File: config.mk
export PLATFORM = sky130hd
export DESIGN_NAME = lfsr_step
export DESIGN_NICKNAME = d
export VERILOG_FILES = /design/src/rtl/lfsr_seq_checker_pkg.sv /design/src/rtl/lfsr_step.sv
export SDC_FILE = /design/constraint.sdc
export NUM_CORES = 1
export LEC_CHECK = 0
export ABC_AREA = 1
export CORE_AREA = 8 8 45 47
export DETAILED_ROUTE_END_ITERATION = 12
export DIE_AREA = 0 0 53 55
export GPL_TIMING_DRIVEN = 0
export PLACE_DENSITY_LB_ADDON = 0.05
export SLEW_MARGIN = 5
export SYNTH_ARGS = -nofsm -noshare
export SYNTH_HDL_FRONTEND = slang
export SYNTH_SLANG_ARGS = --single-unit
File: constraint.sdc
create_clock -name vclk -period 1.9
set_clock_uncertainty 0.05 [all_clocks]
set_input_delay 0.38 -clock vclk [all_inputs]
set_output_delay 0.38 -clock vclk [all_outputs]
set_load 0.01 [all_outputs]
File: src/rtl/lfsr_seq_checker_pkg.sv
// Shared LFSR checker definitions: default width/taps and FSM state encoding.
// No logic; imported by lfsr_step and lfsr_seq_checker.
package lfsr_seq_checker_pkg;

    localparam int          LFSR_WIDTH = 8;
    localparam logic [31:0] LFSR_TAPS  = 32'h0000_00B8;

    typedef enum logic {
        SEARCH = 1'b0,
        LOCKED = 1'b1
    } chk_state_t;

endpackage

File: src/rtl/lfsr_step.sv
// Combinational one-step LFSR advance; dir=0 steps up, dir=1 steps back (exact inverse).
// Zero latency, no flow control.
module lfsr_step
    import lfsr_seq_checker_pkg::*;
#(
    parameter int               WIDTH = LFSR_WIDTH,
    parameter logic [WIDTH-1:0] TAPS  = LFSR_TAPS[WIDTH-1:0]
) (
    input  logic             dir,
    input  logic [WIDTH-1:0] cur,
    output logic [WIDTH-1:0] nxt
);

    always_comb begin
        if (!dir) begin
            nxt = {cur[WIDTH-2:0], ^(cur & TAPS)};
        end else begin
            // Feedback bit is recovered from the MSB tap, which must always be set.
            nxt = {cur[0] ^ (^(cur[WIDTH-1:1] & TAPS[WIDTH-2:0])), cur[WIDTH-1:1]};
        end
    end

endmodule

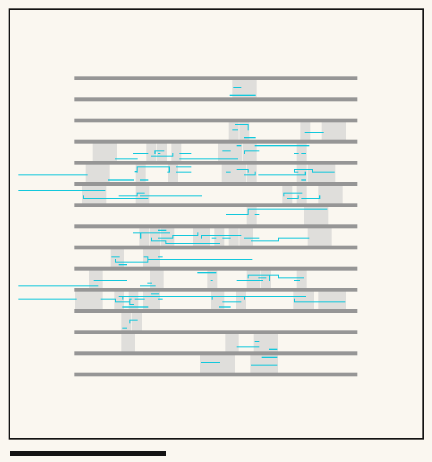
Fig. 1. The metal 1 layer.
Bar = 20 µm. Supply wires on this layer in grey. Cells faint in the background.
The wires run mostly horizontal. 53 nets have wire on it. The longest straight run is 23.9 µm. The layer holds 42% of the routed length.
final wirelength: 684 µm
Vias: 287
grt met1 use: 5.28%

==> flow_metrics.env <==
# flow metrics
export IMPL_fp_nets=49
export IMPL_top_cells_by_count="nand2_1 (19), inv_1 (6), o21ai_0 (5)"
export IMPL_syn_inst=40
export IMPL_worstSetupPathType="primary input to output pin"
export IMPL_powerDensity_mw_per_mm2=231
export IMPL_yosysMostFrequentCell="nand2_1"
export IMPL_synthTopCellsByArea="nand2_1 (39%), o21ai_0 (14%), inv_1 (12%)"
export IMPL_postCtsHoldBufs=0
export IMPL_fp_dieW_um=53
export IMPL_clock_power_share_pct=0
export IMPL_place_ws_ns=-0.445
export IMPL_die_height_um=55
export IMPL_ys_types=10
export IMPL_fp_util_pct=13.1
export IMPL_syn_to_final_growth_pct=91.7
export IMPL_syn_area_per_cell_um2=4.54
export IMPL_grt_antenna_before_repair=0
export IMPL_yosysWarnings=0
export IMPL_portBuffers=17
export IMPL_status="complete, no violations"
export IMPL_timing_fmax_mhz=539
export IMPL_internal_power_mw=0.0392
export IMPL_grt_max_degree=11
export IMPL_min_path_cells=4
export IMPL_critPathSlowestCell="clkdlybuf4s50_1"
export IMPL_ys_sh_simple_pct=57.9
export IMPL_drc_errors=0
export IMPL_worstPathArrival_ns=1.43
export IMPL_p_total_mw=0.0802
export IMPL_postLayoutCellArea_um2=348
export IMPL_pwr_share_seq_pct=0
export IMPL_clockBufferCount=0
export IMPL_cp_end_kind="output pin"
export IMPL_finalCriticalPeriod_ns=1.86
export IMPL_dieArea_mm2=0.00292
export IMPL_ys_cells=40
export IMPL_synth_top_area_share_pct=39.3
export IMPL_drive_above_1_share_pct=14.0
export IMPL_wl_met2_um=294
export IMPL_start_kind="primary input"
export IMPL_syn_area_um2=181
export IMPL_placementRows=14
export IMPL_slew_headroom_pct=87.2
export IMPL_finalCritPeriodShare_pct=97.7
export IMPL_diodes=0
export IMPL_hold_start="cur[0]"
export IMPL_placed_cell_area_um2=372
export IMPL_routed_via_density=3.93
export IMPL_grt_overflow_total=0
export IMPL_maxCapViolations=0
export IMPL_fin_worst_hold_slack_ns=1.11
export IMPL_synth_adder_area_share_pct=0
export IMPL_synthTopLogicFamily="simple AND/OR/NAND/NOR gates"
export IMPL_vdd_ir_drop_max_v=0.0000424
export IMPL_place_congestion=0.611
export IMPL_grt_pass1_wl_um=1130
export IMPL_setup_ws_ns=0.0444
export IMPL_power_top_group="combinational logic"
export IMPL_p_seq_mw=0
export IMPL_flops=0
export IMPL_aoi_share_pct=13.8
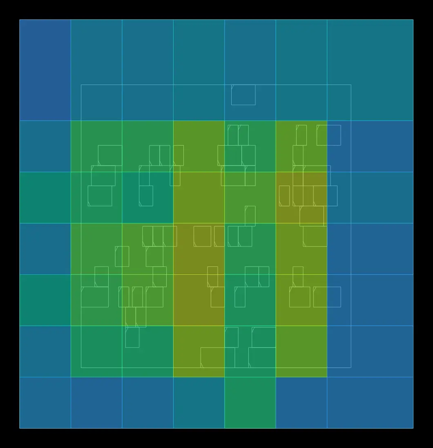
Fig. 2. Routing congestion.
met3 usage: 1.87%
drt wl/cell: 9.37 µm
Post-Route Utilization: 25.1%
Global Route Usage Sum: 4.52%

==> critical path, delay by kind of cell <==
kind / cells / cell delay [ns]
AND-OR/OR-AND: 1 / 0.07
buffers and inverters: 3 / 0.93
AND/OR/NAND/NOR: 1 / 0.05
==> how the worst max path moves through the flow <==
stage               slack (ns)     end  depth (start not counted)
floorplan                 0.65  nxt[1]                          2
global placement         -0.45  nxt[7]                          8
detailed placement       -0.45  nxt[7]                          8
CTS                       0.02  nxt[5]                          5
global route             0.002  nxt[3]                          4
finish                    0.04  nxt[6]                          5
==> cell type report <==
| cell class | count | area, µm² | area share, % |
|---|---|---|---|
| multi-input cells | 32 | 148 | 42.4 |
| plain buffers | 1 | 7.51 | 2.16 |
| repair buffers | 17 | 146 | 42.1 |
| inverters | 7 | 26.3 | 7.55 |
| well taps | 16 | 20.0 | 5.76 |
